===== src/rtl/dmem_req_sched.sv =====
// Data-memory request scheduler between the coherence bus and main memory.
// Requests enter an in-order issue queue (stores may arrive before their data),
// the head is issued one command per cycle, and outstanding loads are tracked
// by memory tag so responses may return out of order, tagged with the bus ptr.
// Optional: define DMEM_LD_FWD_EN to forward ready store data to a matching
// arriving load through a one-entry forward register.
// Ports:
//   clk, rst                     clock, synchronous active-high reset
//   req_*                        bus request (valid/ready, store flag, addr, data, ptr)
//   wdat_*                       late store data (valid, addr, data)
//   rsp_*                        load response to bus (valid, ptr, data)
//   mem_cmd_o/addr_o/data_o      command to memory (0=NONE, 1=LOAD, 2=STORE)
//   mem_resp_i                   nonzero = command accepted, value = tag
//   mem_tag_i/mem_data_i         returning load data and its tag (0 = none)
module dmem_req_sched #(
    parameter int unsigned ADDR_W    = 64,
    parameter int unsigned DATA_W    = 64,
    parameter int unsigned PTR_W     = 3,
    parameter int unsigned TAG_W     = 4,
    parameter int unsigned ISS_DEPTH = 8,
    parameter int unsigned RSP_DEPTH = 8
) (
    input  logic              clk,
    input  logic              rst,
    input  logic              req_vld_i,
    output logic              req_rdy_o,
    input  logic              req_st_i,
    input  logic              req_dat_rdy_i,
    input  logic [ADDR_W-1:0] req_addr_i,
    input  logic [DATA_W-1:0] req_data_i,
    input  logic [PTR_W-1:0]  req_ptr_i,
    input  logic              wdat_vld_i,
    input  logic [ADDR_W-1:0] wdat_addr_i,
    input  logic [DATA_W-1:0] wdat_data_i,
    output logic              rsp_vld_o,
    output logic [PTR_W-1:0]  rsp_ptr_o,
    output logic [DATA_W-1:0] rsp_data_o,
    output logic [1:0]        mem_cmd_o,
    output logic [ADDR_W-1:0] mem_addr_o,
    output logic [DATA_W-1:0] mem_data_o,
    input  logic [TAG_W-1:0]  mem_resp_i,
    input  logic [TAG_W-1:0]  mem_tag_i,
    input  logic [DATA_W-1:0] mem_data_i
);

    localparam int unsigned ISS_AW = (ISS_DEPTH > 1) ? $clog2(ISS_DEPTH) : 1;
    localparam int unsigned RSP_IW = (RSP_DEPTH > 1) ? $clog2(RSP_DEPTH) : 1;
    localparam logic [1:0]  CMD_NONE  = 2'd0;
    localparam logic [1:0]  CMD_LOAD  = 2'd1;
    localparam logic [1:0]  CMD_STORE = 2'd2;

    // Issue queue storage; head/tail carry an extra wrap bit in the MSB.
    logic              iq_vld  [ISS_DEPTH];
    logic              iq_rdy  [ISS_DEPTH];
    logic              iq_st   [ISS_DEPTH];
    logic [ADDR_W-1:0] iq_addr [ISS_DEPTH];
    logic [DATA_W-1:0] iq_data [ISS_DEPTH];
    logic [PTR_W-1:0]  iq_ptr  [ISS_DEPTH];
    logic [ISS_AW:0]   head_q;
    logic [ISS_AW:0]   tail_q;

    // Outstanding-load tracker.
    logic              trk_vld [RSP_DEPTH];
    logic [TAG_W-1:0]  trk_tag [RSP_DEPTH];
    logic [PTR_W-1:0]  trk_ptr [RSP_DEPTH];

    logic [ISS_AW-1:0] head_idx;
    logic [ISS_AW-1:0] tail_idx;
    logic              iq_full;
    logic              head_accept;
    logic              enq;
    logic [ADDR_W-1:0] req_key;
    logic [ADDR_W-1:0] wdat_key;
    logic              trk_full;
    logic              trk_free_found;
    logic [RSP_IW-1:0] trk_free_idx;
    logic              trk_hit;
    logic [RSP_IW-1:0] trk_hit_idx;
    logic [PTR_W-1:0]  trk_hit_ptr;
    logic              fwd_take;
    logic              fwd_vld;
    logic [PTR_W-1:0]  fwd_ptr;
    logic [DATA_W-1:0] fwd_data;

    assign head_idx = head_q[ISS_AW-1:0];
    assign tail_idx = tail_q[ISS_AW-1:0];
    assign iq_full  = (head_idx == tail_idx) && (head_q[ISS_AW] != tail_q[ISS_AW]);
    // Block addresses: the low 3 bits never take part in storage or matching.
    assign req_key  = req_addr_i & ~ADDR_W'(7);
    assign wdat_key = wdat_addr_i & ~ADDR_W'(7);

    // Tracker scan: fullness, lowest free slot, and tag match.
    always_comb begin
        trk_full       = 1'b1;
        trk_free_found = 1'b0;
        trk_free_idx   = '0;
        trk_hit        = 1'b0;
        trk_hit_idx    = '0;
        trk_hit_ptr    = '0;
        for (int unsigned i = 0; i < RSP_DEPTH; i++) begin
            if (!trk_vld[i]) begin
                trk_full = 1'b0;
                if (!trk_free_found) begin
                    trk_free_found = 1'b1;
                    trk_free_idx   = RSP_IW'(i);
                end
            end
            if (trk_vld[i] && (mem_tag_i != '0) && (trk_tag[i] == mem_tag_i) && !trk_hit) begin
                trk_hit     = 1'b1;
                trk_hit_idx = RSP_IW'(i);
                trk_hit_ptr = trk_ptr[i];
            end
        end
    end

    // Head command; loads additionally need a free tracker slot.
    always_comb begin
        mem_cmd_o  = CMD_NONE;
        mem_addr_o = '0;
        mem_data_o = '0;
        if (!rst && iq_vld[head_idx] && iq_rdy[head_idx]) begin
            if (iq_st[head_idx]) begin
                mem_cmd_o  = CMD_STORE;
                mem_addr_o = iq_addr[head_idx];
                mem_data_o = iq_data[head_idx];
            end else if (!trk_full) begin
                mem_cmd_o  = CMD_LOAD;
                mem_addr_o = iq_addr[head_idx];
            end
        end
    end

    assign head_accept = (mem_cmd_o != CMD_NONE) && (mem_resp_i != '0);
    assign req_rdy_o   = rst | ((~iq_full | head_accept) & ~fwd_vld);
    assign enq         = req_vld_i & req_rdy_o & ~fwd_take;

    // Tracker match wins the response port; forwarded data waits for a free cycle.
    always_comb begin
        rsp_vld_o  = 1'b0;
        rsp_ptr_o  = '0;
        rsp_data_o = '0;
        if (!rst) begin
            if (trk_hit) begin
                rsp_vld_o  = 1'b1;
                rsp_ptr_o  = trk_hit_ptr;
                rsp_data_o = mem_data_i;
            end else if (fwd_vld) begin
                rsp_vld_o  = 1'b1;
                rsp_ptr_o  = fwd_ptr;
                rsp_data_o = fwd_data;
            end
        end
    end

`ifdef DMEM_LD_FWD_EN
    logic              fwd_hit;
    logic [DATA_W-1:0] fwd_src_data;

    // Walk oldest to youngest so the youngest matching store decides.
    always_comb begin
        fwd_hit      = 1'b0;
        fwd_src_data = '0;
        for (int unsigned k = 0; k < ISS_DEPTH; k++) begin
            if (iq_vld[ISS_AW'(head_idx + ISS_AW'(k))] && iq_st[ISS_AW'(head_idx + ISS_AW'(k))] &&
                (iq_addr[ISS_AW'(head_idx + ISS_AW'(k))] == req_key)) begin
                fwd_hit      = iq_rdy[ISS_AW'(head_idx + ISS_AW'(k))];
                fwd_src_data = iq_data[ISS_AW'(head_idx + ISS_AW'(k))];
            end
        end
    end

    assign fwd_take = req_vld_i & req_rdy_o & ~req_st_i & fwd_hit;

    // One-entry forward register, released on the first cycle without a tag match.
    always_ff @(posedge clk) begin
        if (rst) begin
            fwd_vld  <= 1'b0;
            fwd_ptr  <= '0;
            fwd_data <= '0;
        end else if (fwd_take) begin
            fwd_vld  <= 1'b1;
            fwd_ptr  <= req_ptr_i;
            fwd_data <= fwd_src_data;
        end else if (fwd_vld && !trk_hit) begin
            fwd_vld  <= 1'b0;
        end
    end
`else
    assign fwd_take = 1'b0;
    assign fwd_vld  = 1'b0;
    assign fwd_ptr  = '0;
    assign fwd_data = '0;
`endif

    // Queue and tracker state; later assignments override earlier ones.
    always_ff @(posedge clk) begin
        if (rst) begin
            head_q <= '0;
            tail_q <= '0;
            for (int unsigned i = 0; i < ISS_DEPTH; i++) iq_vld[i] <= 1'b0;
            for (int unsigned i = 0; i < RSP_DEPTH; i++) trk_vld[i] <= 1'b0;
        end else begin
            for (int unsigned i = 0; i < ISS_DEPTH; i++) begin
                if (wdat_vld_i && iq_vld[i] && !iq_rdy[i] && iq_st[i] && (iq_addr[i] == wdat_key)) begin
                    iq_rdy[i]  <= 1'b1;
                    iq_data[i] <= wdat_data_i;
                end
            end
            if (trk_hit) trk_vld[trk_hit_idx] <= 1'b0;
            if (head_accept) begin
                iq_vld[head_idx] <= 1'b0;
                head_q           <= head_q + (ISS_AW+1)'(1);
                if (!iq_st[head_idx]) begin
                    trk_vld[trk_free_idx] <= 1'b1;
                    trk_tag[trk_free_idx] <= mem_resp_i;
                    trk_ptr[trk_free_idx] <= iq_ptr[head_idx];
                end
            end
            if (enq) begin
                iq_vld[tail_idx]  <= 1'b1;
                iq_rdy[tail_idx]  <= ~req_st_i | req_dat_rdy_i;
                iq_st[tail_idx]   <= req_st_i;
                iq_addr[tail_idx] <= req_key;
                iq_data[tail_idx] <= req_data_i;
                iq_ptr[tail_idx]  <= req_ptr_i;
                tail_q            <= tail_q + (ISS_AW+1)'(1);
            end
        end
    end

endmodule


===== config.mk =====
export PLATFORM = sky130hd
export DESIGN_NAME = dmem_req_sched
export DESIGN_NICKNAME = d
export VERILOG_FILES = /design/src/rtl/dmem_req_sched.sv
export SDC_FILE = /design/constraint.sdc
export NUM_CORES = 2
export LEC_CHECK = 0
export CAP_MARGIN = 20
export CORE_MARGIN = 2
export CORE_UTILIZATION = 58
export DETAILED_ROUTE_END_ITERATION = 12
export PLACE_DENSITY = 0.81
export SLEW_MARGIN = 20
export SYNTH_ARGS = -nofsm -noshare
export SYNTH_HDL_FRONTEND = slang
export SYNTH_SLANG_ARGS = --single-unit
export TNS_END_PERCENT = 1

===== constraint.sdc =====
create_clock -name clk -period 8.11 [get_ports clk]
set_input_delay 2.433 -clock clk [delete_from_list [all_inputs] [get_ports clk]]
set_output_delay 2.433 -clock clk [all_outputs]
set_load 0.05 [all_outputs]

==> images/m1.png <==
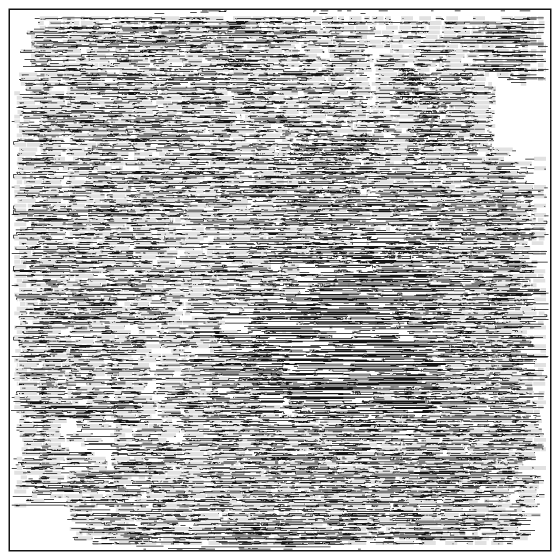
The layer holds 37% of the routed length. 3,979 nets have wire on it.

==> images/m2.png <==
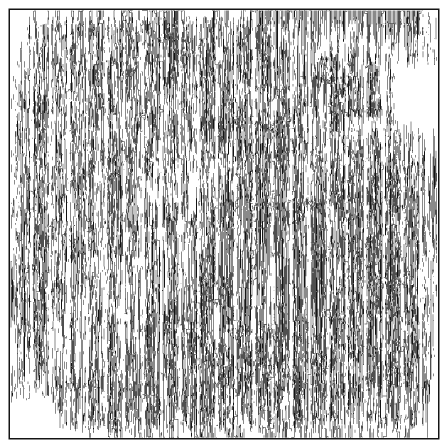
The longest straight run is 143 um. The layer carries 86.9 mm of wire.

==> images/m4.png <==
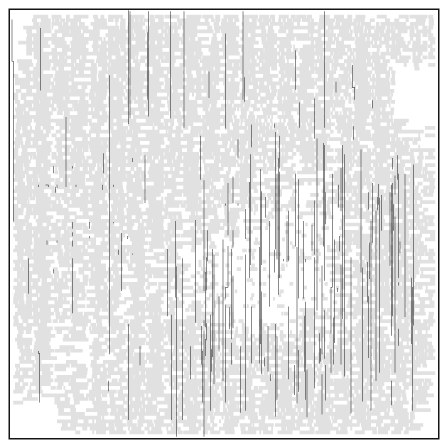
The layer holds 4.5% of the routed length. 139 nets have wire on it. The longest straight run is 204 um. The wires run mostly vertical. The layer carries 8,350 um of wire.

==> run_summary.xml <==
<?xml version="1.0" encoding="UTF-8"?>
<metrics>
  <group name="run_status">
    <metric name="run_status" unit="">complete, no violations</metric>
  </group>
  <group name="synth">
    <metric name="synth.avg_cell_area" unit="um2">16.0</metric>
    <metric name="syn_area" unit="um2">55600</metric>
    <metric name="top_area_cell" unit="">sky130_fd_sc_hd__edfxtp_1</metric>
    <metric name="top_cells_by_area" unit="">sky130_fd_sc_hd__edfxtp_1, sky130_fd_sc_hd__mux4_2, sky130_fd_sc_hd__mux2_2, sky130_fd_sc_hd__xor2_1, sky130_fd_sc_hd__xnor2_1</metric>
    <metric name="synth-edff-count" unit="">1088</metric>
    <metric name="number_of_distinct_library_cells_after_synthesis" unit="">69</metric>
    <metric name="synthesis.yosys.warnings" unit="">0</metric>
    <metric name="ys_ff" unit="">1123</metric>
    <metric name="post_synthesis_share_of_cell_area_spent_on_full_adders_half_adders_and_majority_gates" unit="">0.000450</metric>
  </group>
  <group name="power_and_ir_drop">
    <metric name="power.total" unit="uW">13500</metric>
    <metric name="power_of_the_sequential_group" unit="uW">6530</metric>
    <metric name="power.share.clock" unit="">0.396</metric>
    <metric name="p_per_area" unit="nW/um2">199</metric>
    <metric name="comb_power_share" unit="">0.120</metric>
    <metric name="vdd_ir_drop_max" unit="mV">0.201</metric>
    <metric name="pg_clk" unit="uW">5330</metric>
    <metric name="pg_comb" unit="uW">1610</metric>
  </group>
  <group name="timing">
    <metric name="setup-tns-final" unit="ns">0</metric>
    <metric name="unrepaired_setup_endpoints_after_global_routing" unit="">false</metric>
    <metric name="setup_slack" unit="ns">0.246</metric>
    <metric name="maximum_frequency_from_static_timing_analysis" unit="MHz">127</metric>
    <metric name="setup-violations-final" unit="">0</metric>
  </group>
  <group name="run">
    <metric name="maxCapViolCount" unit="">0</metric>
  </group>
  <group name="final_layout">
    <metric name="filler_free_cell_count_of_the_finished_design" unit="">5347</metric>
    <metric name="comb_share" unit="">0.308</metric>
    <metric name="drive_gt1_frac" unit="">0.281</metric>
    <metric name="utilization_after_layout" unit="">0.713</metric>
    <metric name="layout.buffer.nonclock.area_share" unit="">0.115</metric>
    <metric name="registers.top_by_ff_count" unit="">iq_data</metric>
  </group>
  <group name="min_path">
    <metric name="hold_start" unit="">head_q[3]</metric>
  </group>
  <group name="place">
    <metric name="placedCellCount" unit="">5115</metric>
  </group>
  <group name="critical_path">
    <metric name="critPathMostFrequentCell" unit="">sky130_fd_sc_hd__nor4_4</metric>
    <metric name="worst-path-stages" unit="">9</metric>
    <metric name="timing.critical_path.arrival" unit="ns">5.43</metric>
    <metric name="timing.critical_path.buf_inv" unit="">2</metric>
  </group>
  <group name="grt">
    <metric name="grt.met1_usage" unit="">0.512</metric>
    <metric name="grt_busiest_layer" unit="">met2</metric>
    <metric name="globalRouteOverflowTotal" unit="">0</metric>
  </group>
  <group name="clock_tree">
    <metric name="cts.htree.levels" unit="">3</metric>
    <metric name="post_cts.repair.setup_buffers" unit="">0</metric>
    <metric name="postCtsHoldBufs" unit="">0</metric>
    <metric name="clk_latency" unit="ns">0.73</metric>
    <metric name="path_clk_slew" unit="ns">0.06</metric>
  </group>
  <group name="drt">
    <metric name="postRouteWirelength" unit="um">186000</metric>
    <metric name="route.layer.met1.wl" unit="um">68600</metric>
    <metric name="initialDrtViolationCount" unit="">4960</metric>
  </group>
</metrics>
